===== config.mk =====
export PLATFORM = sky130hd
export DESIGN_NAME = div_share_arb
export DESIGN_NICKNAME = d
export VERILOG_FILES = /design/src/rtl/div_pkg.sv /design/src/rtl/div_seq_core.sv /design/src/rtl/div_share_arb.sv
export SDC_FILE = /design/constraint.sdc
export NUM_CORES = 1
export LEC_CHECK = 0
export CAP_MARGIN = 15
export CORE_MARGIN = 8
export CORE_UTILIZATION = 47
export DETAILED_ROUTE_END_ITERATION = 7
export PLACE_DENSITY = 0.82
export SYNTH_ARGS = -nofsm -noshare
export SYNTH_HDL_FRONTEND = slang
export SYNTH_SLANG_ARGS = --single-unit

===== constraint.sdc =====
create_clock -name clk -period 7.4 [get_ports clk]
set_clock_uncertainty 0.05 [all_clocks]
set_input_delay 1.85 -clock clk [delete_from_list [all_inputs] [get_ports clk]]
set_output_delay 1.85 -clock clk [all_outputs]
set_load 0.01 [all_outputs]

===== src/rtl/div_pkg.sv =====
// rtl/div_pkg.sv - shared types, defaults and round-robin pick for the shared divider
package div_pkg;

    localparam int DW_DEF = 16;

    typedef enum logic [1:0] {
        IDLE = 2'd0,
        RUN  = 2'd1,
        DONE = 2'd2
    } state_t;

    // One-hot grant to the first set bit of valid at or above ptr, wrapping within n slots.
    function automatic logic [7:0] rr_pick(input logic [7:0] valid, input logic [2:0] ptr,
                                           input int unsigned n);
        logic [7:0]  g;
        logic        found;
        int unsigned idx;
        g     = '0;
        found = 1'b0;
        for (int unsigned i = 0; i < 8; i++) begin
            idx = (32'(ptr) + i) % n;
            if (i < n && !found && valid[idx[2:0]]) begin
                g[idx[2:0]] = 1'b1;
                found       = 1'b1;
            end
        end
        return g;
    endfunction

endpackage


===== src/rtl/div_seq_core.sv =====
// rtl/div_seq_core.sv - sequential restoring divider, one quotient bit per cycle
module div_seq_core #(
    parameter int DW = 16
) (
    input  logic          clk,
    input  logic          rst,
    input  logic          start,
    input  logic [DW-1:0] dvd,
    input  logic [DW:0]   dvs,
    output logic          done,
    output logic [DW-1:0] quot,
    output logic [DW:0]   rem
);
    localparam int CW = $clog2(DW + 1);

    logic [DW:0]   a_q, a_d, d_q, d_d;
    logic [DW-1:0] q_q, q_d;
    logic [CW-1:0] cnt_q, cnt_d;
    logic [DW+1:0] shifted, trial;
    logic [DW:0]   step_a;
    logic [DW-1:0] step_q;

    always_comb begin
        shifted = {a_q, q_q[DW-1]};
        trial   = shifted - {1'b0, d_q};
        // A stays below D, so the shifted partial remainder always fits back in DW+1 bits.
        step_a  = trial[DW+1] ? shifted[DW:0] : trial[DW:0];
        step_q  = {q_q[DW-2:0], ~trial[DW+1]};

        a_d   = a_q;
        q_d   = q_q;
        d_d   = d_q;
        cnt_d = cnt_q;
        if (start) begin
            a_d   = '0;
            q_d   = dvd;
            d_d   = dvs;
            cnt_d = CW'(DW);
        end else if (cnt_q != '0) begin
            a_d   = step_a;
            q_d   = step_q;
            cnt_d = cnt_q - CW'(1);
        end
    end

    assign done = (cnt_q == CW'(1));
    assign quot = step_q;
    assign rem  = step_a;

    always_ff @(posedge clk) begin
        if (rst) begin
            a_q   <= '0;
            q_q   <= '0;
            d_q   <= '0;
            cnt_q <= '0;
        end else begin
            a_q   <= a_d;
            q_q   <= q_d;
            d_q   <= d_d;
            cnt_q <= cnt_d;
        end
    end

endmodule


===== src/rtl/div_share_arb.sv =====
// rtl/div_share_arb.sv - round-robin sharing of one divider core; DIV_ZERO_FAST_EN adds a divide-by-zero shortcut and resp_dz
module div_share_arb
    import div_pkg::*;
#(
    parameter int NUM_REQ = 4,
    parameter int DW      = DW_DEF,
    parameter int IDW     = 2
) (
    input  logic                    clk,
    input  logic                    rst,
    input  logic [NUM_REQ-1:0]      req_valid,
    output logic [NUM_REQ-1:0]      req_ready,
    input  logic [NUM_REQ*DW-1:0]   req_dvd,
    input  logic [NUM_REQ*(DW+1)-1:0] req_dvs,
    output logic                    resp_valid,
    input  logic                    resp_ready,
    output logic [IDW-1:0]          resp_id,
    output logic [DW-1:0]           resp_quot,
    output logic [DW:0]             resp_rem,
    output logic                    busy
`ifdef DIV_ZERO_FAST_EN
    ,
    output logic                    resp_dz
`endif
);
    state_t         state_q, state_d;
    logic [IDW-1:0] rr_ptr_q, rr_ptr_d, resp_id_q, resp_id_d, gidx;
    logic [DW-1:0]  resp_quot_q, resp_quot_d, sel_dvd, core_quot;
    logic [DW:0]    resp_rem_q, resp_rem_d, sel_dvs, core_rem;
    logic [7:0]     pick;
    logic [NUM_REQ-1:0] grant;
    logic           hs, fast_dz, core_start, core_done;
`ifdef DIV_ZERO_FAST_EN
    logic           resp_dz_q, resp_dz_d;
`endif

    always_comb begin
        pick    = rr_pick(8'(req_valid), 3'(rr_ptr_q), NUM_REQ);
        grant   = pick[NUM_REQ-1:0];
        gidx    = '0;
        sel_dvd = '0;
        sel_dvs = '0;
        for (int i = 0; i < NUM_REQ; i++) begin
            if (grant[i]) begin
                gidx    = IDW'(i);
                sel_dvd = req_dvd[i*DW +: DW];
                sel_dvs = req_dvs[i*(DW+1) +: DW+1];
            end
        end
        hs = (state_q == IDLE) && (|pick);
`ifdef DIV_ZERO_FAST_EN
        fast_dz = hs && (sel_dvs == '0);
`else
        fast_dz = 1'b0;
`endif
        core_start = hs && !fast_dz;
    end

    div_seq_core #(.DW(DW)) u_core (
        .clk   (clk),
        .rst   (rst),
        .start (core_start),
        .dvd   (sel_dvd),
        .dvs   (sel_dvs),
        .done  (core_done),
        .quot  (core_quot),
        .rem   (core_rem)
    );

    always_comb begin
        state_d = state_q;
        case (state_q)
            IDLE:    if (hs) state_d = fast_dz ? DONE : RUN;
            RUN:     if (core_done) state_d = DONE;
            DONE:    if (resp_ready) state_d = IDLE;
            default: state_d = IDLE;
        endcase
    end

    always_comb begin
        resp_valid = (state_q == DONE);
        busy       = (state_q != IDLE);
        req_ready  = (state_q == IDLE) ? grant : '0;
    end

    always_comb begin
        rr_ptr_d    = rr_ptr_q;
        resp_id_d   = resp_id_q;
        resp_quot_d = resp_quot_q;
        resp_rem_d  = resp_rem_q;
`ifdef DIV_ZERO_FAST_EN
        resp_dz_d   = resp_dz_q;
`endif
        if (hs) begin
            rr_ptr_d  = (gidx == IDW'(NUM_REQ - 1)) ? '0 : gidx + IDW'(1);
            resp_id_d = gidx;
`ifdef DIV_ZERO_FAST_EN
            resp_dz_d = fast_dz;
`endif
            if (fast_dz) begin
                resp_quot_d = '1;
                resp_rem_d  = {1'b0, sel_dvd};
            end
        end
        // Capture the final step's result as the core produces it, so DONE shows it immediately.
        if (state_q == RUN && core_done) begin
            resp_quot_d = core_quot;
            resp_rem_d  = core_rem;
        end
    end

    always_ff @(posedge clk) begin
        if (rst) begin
            state_q     <= IDLE;
            rr_ptr_q    <= '0;
            resp_id_q   <= '0;
            resp_quot_q <= '0;
            resp_rem_q  <= '0;
`ifdef DIV_ZERO_FAST_EN
            resp_dz_q   <= 1'b0;
`endif
        end else begin
            state_q     <= state_d;
            rr_ptr_q    <= rr_ptr_d;
            resp_id_q   <= resp_id_d;
            resp_quot_q <= resp_quot_d;
            resp_rem_q  <= resp_rem_d;
`ifdef DIV_ZERO_FAST_EN
            resp_dz_q   <= resp_dz_d;
`endif
        end
    end

    assign resp_id   = resp_id_q;
    assign resp_quot = resp_quot_q;
    assign resp_rem  = resp_rem_q;
`ifdef DIV_ZERO_FAST_EN
    assign resp_dz   = resp_dz_q;
`endif

endmodule


### Clock routing, run 1

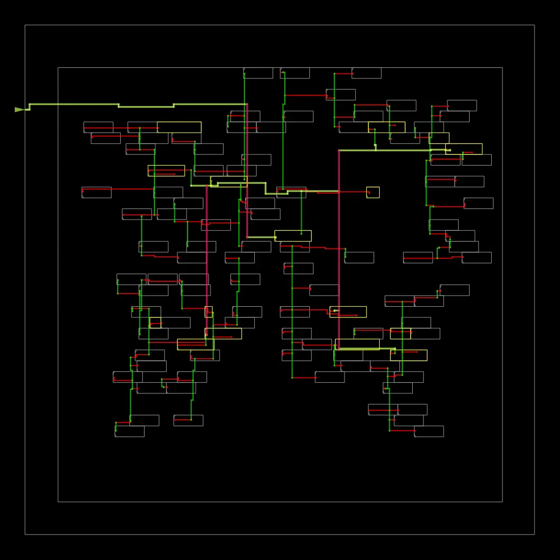
flop count: 94
CLK BUF: 11
cts bufs inserted: 9
Clk power: 0.515 mW
clk_lat worst skew: 350 ps

### Signal wires on met4, run 1

Bar = 50 um.
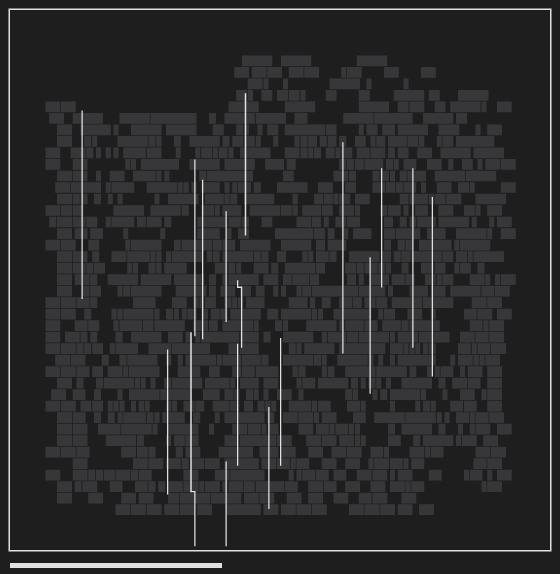
share of all routed wire: 3.1%
nets with wire on the layer: 16
longest straight run: 49.6 um
drt total wl: 18830 um
routed vias: 6046

==> metrics.cfg, run 1 <==
[setup_path]
critical_path_required_ps = 5500
critical_path_class = in -> out
crit_path_end_kind = primary output
r2r-start = rr_ptr_q[0]
rr_endpoint = u_core.q_q[15]
cp-startpoint = req_valid[3]
cp_common_cell = clkdlybuf4s50_1
crit_slowest_cell = mux4_2
cp_slowest_stage_delay_ps = 620
critical_path_arrival_ps = 4650
worst-path-stages = 7

[die]
core-area_um2 = 12110
die_h_um = 127.6
fp_util_pct = 48.36
taps = 168
die_w_um = 127.6
ios = 180

[routing]
drc_errors = 0
highest_layer = met4
first_iter_violations = 258
dr.pass1.iters = 8

[sta]
slew_viol_final = 0
fin_crit_sh_pct = 88.57
tightest_slew_ps = 973.8
hold_viol_final = 0
rsz0062_at_grt = no
fmax_mhz = 152.6

[final_layout]
nonClkBufAreaFrac_pct = 23.16
drive_gt1_share_pct = 6.452
final_util_pct = 66.10
largest_class = logic gates
finalNetCount = 1029
num-fill-cells = 1025
layout_top_cells = clkdlybuf4s50_1, nand2_1, dfxtp_1
final-clk-cell-share_pct = 4.173
layout.cells.most_common = clkdlybuf4s50_1

[synthesis]
ys_sh_mux_pct = 4.636
ys_seq_share_pct = 32.13
netlist_area_um2 = 5857
ys_cells = 721
top_area_cell = dfxtp_1
post_synth_num_cell_types = 59
netlist_instances = 721
aoi_share_pct = 29.69
synth_warnings = 0
yosys.area_share.simple_pct = 18.97

[placed_design]
place_area_um2 = 7656

[global_route]
antenna_found_initial = 0
grt_pass1_vias = 6299
use_met1_pct = 23.87
grt.met2_usage_pct = 41.13
busiest_layer = met2
grt.overflow.total = 0
grt_pass1_wl_um = 30220

[cts]
clock-root-buffer = clkbuf_16
postCtsSetupRepairBufs = 0
path_clk_slew_ps = 60

[run_status]
status = completed

[power_and_ir_drop]
power.switching_mw = 1.909
power.share.clock_pct = 12.9
seq_power_mw = 0.763
p_seq_share_pct = 19.0
switching_share_pct = 47.64
power_mw = 4.007
p_comb_mw = 2.73
power.group.top = combinational cells

[min_path]
hp-start = resp_quot[2]

### Cells by drive strength, run 1

Bar = 50 um.
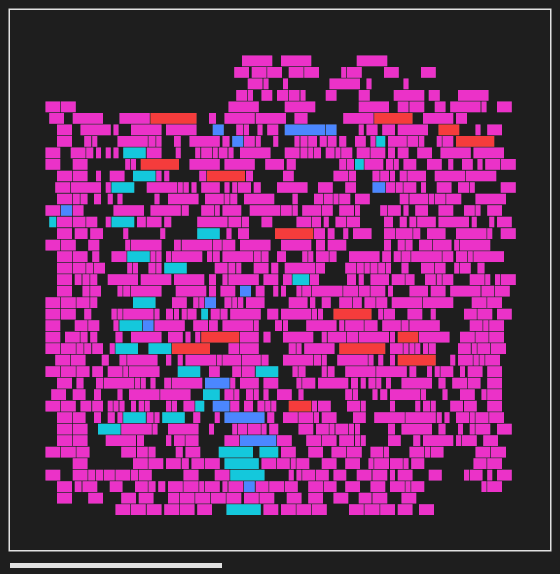
legend:
  red:
    size: x6 and larger
    cells: 14
    share: 1.6%
  magenta:
    size: x1 and smaller
    cells: 812
    share: 94%
  blue:
    size: x3 and x4
    cells: 14
    share: 1.6%
  cyan:
    size: x2
    cells: 28
    share: 3.2%

### M2 wires, run 1

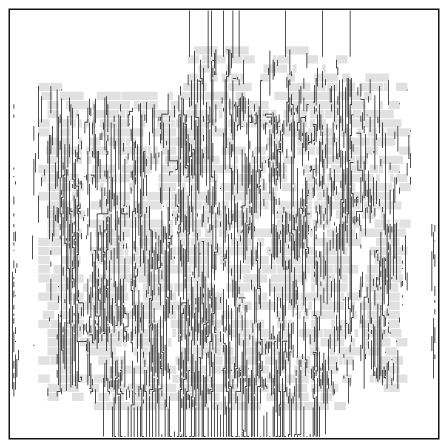

==> run 2: changes to the inputs <==
--- a/config.mk
+++ b/config.mk
@@ -8,6 +8,7 @@
 export CAP_MARGIN = 15
 export CORE_MARGIN = 8
 export CORE_UTILIZATION = 47
+export CTS_BUF_LIST = sky130_fd_sc_hd__clkbuf_2 sky130_fd_sc_hd__clkbuf_4 sky130_fd_sc_hd__clkbuf_8
 export DETAILED_ROUTE_END_ITERATION = 7
 export PLACE_DENSITY = 0.82
 export SYNTH_ARGS = -nofsm -noshare
### M2 wires, run 2

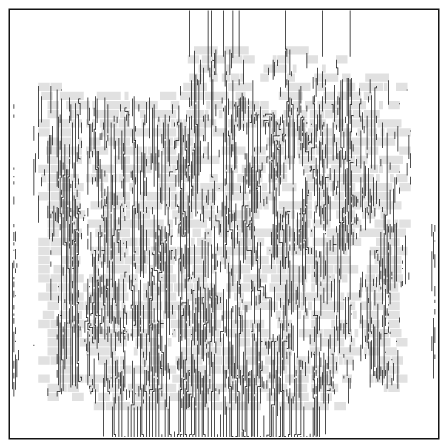
longest straight run: 51.0 um
share of all routed wire: 50%
routed vias: 6019
drt total wl: 18770 um
M2 GR Usage: 40.88%

==> metrics.cfg, run 2 <==
[setup_path]
cp_common_cell = clkdlybuf4s50_1  ; unchanged
crit_path_end_kind = primary output  ; unchanged
critical_path_class = in -> out  ; unchanged
cp-startpoint = req_valid[3]  ; unchanged
critical_path_required_ps = 5500  ; about the same
crit_slowest_cell = mux4_2  ; unchanged
r2r-start = rr_ptr_q[0]  ; unchanged
cp_slowest_stage_delay_ps = 620  ; about the same
rr_endpoint = u_core.q_q[15]  ; unchanged
worst-path-stages = 7  ; unchanged
crit_buf_inv = 2  ; unchanged

[final_layout]
layout.cells.most_common = clkdlybuf4s50_1  ; unchanged
flops = 94  ; unchanged
num-fill-cells = 1035  ; was 1025
final_util_pct = 65.26  ; was 66.10%
final-clk-cell-share_pct = 2.944  ; was 4.173%
largest_class = logic gates  ; unchanged
drive_gt1_share_pct = 6.452  ; unchanged
fin_cells = 1036  ; unchanged
layout_top_cells = clkdlybuf4s50_1, nand2_1, dfxtp_1  ; unchanged
finalNetCount = 1029  ; unchanged
num-clock-buffers = 11  ; unchanged

[global_route]
antenna_found_initial = 0  ; unchanged
grt_util_met3_pct = 6.780  ; was 6.364%
busiest_layer = met2  ; unchanged
grt_pass1_wl_um = 30040  ; was 30220 um
use_met1_pct = 23.57  ; was 23.87%
grt.overflow.total = 0  ; unchanged
grt_pass1_vias = 6255  ; was 6299

[routing]
drc_errors = 0  ; unchanged
highest_layer = met4  ; unchanged
dr.pass1.iters = 5  ; was 8
first_iter_violations = 306  ; was 258

[die]
core-area_um2 = 12110  ; unchanged
die_w_um = 127.6  ; unchanged
ios = 180  ; unchanged
fp_util_pct = 48.36  ; unchanged
taps = 168  ; unchanged
die_h_um = 127.6  ; unchanged

[power_and_ir_drop]
power.switching_mw = 1.890  ; was 1.909 mW
power.share.clock_pct = 10.2  ; was 12.9%
p_seq_share_pct = 19.6  ; was 19.0%
switching_share_pct = 48.69  ; was 47.64%
pg_clk_mw = 0.396  ; was 0.515 mW
power_mw = 3.881  ; was 4.007 mW
seq_power_mw = 0.762  ; was 0.763 mW
powerDensity_nw_per_um2 = 491.0  ; was 500.5 nW/um2
p_comb_mw = 2.72  ; was 2.73 mW
power.group.top = combinational cells  ; unchanged

[synthesis]
top_area_cell = dfxtp_1  ; unchanged
yosys_area_um2 = 5857  ; unchanged
netlist_instances = 721  ; unchanged
synth_warnings = 0  ; unchanged
aoi_share_pct = 29.69  ; unchanged
ys_cells = 721  ; unchanged
netlist_area_um2 = 5857  ; unchanged
yosys.area_share.simple_pct = 18.97  ; unchanged
ys_seq_share_pct = 32.13  ; unchanged
ys_seq_elements = 94  ; unchanged
ys_sh_mux_pct = 4.636  ; unchanged
post_synth_num_cell_types = 59  ; unchanged

[cts]
postCtsSetupRepairBufs = 0  ; unchanged
cts_buffers = 9  ; unchanged
clock-root-buffer = clkbuf_8  ; was clkbuf_16
cts.repair.resized = 0  ; unchanged
hold_buffers = 0  ; unchanged
clock_latency_ps = 380  ; was 350 ps
path_clk_slew_ps = 80  ; was 60 ps

[min_path]
hp-start = resp_quot[2]  ; unchanged

[run_status]
status = completed  ; unchanged

[sta]
rsz0062_at_grt = no  ; unchanged
tightest_slew_ps = 952.6  ; was 973.8 ps
hold_viol_final = 0  ; unchanged
fin_crit_sh_pct = 88.60  ; was 88.57%
fmax_mhz = 152.5  ; was 152.6 MHz
slew_viol_final = 0  ; unchanged

[placed_design]
portBuffers = 179  ; unchanged
place_area_um2 = 7656  ; unchanged

Power and IR drop assume default switching activity.
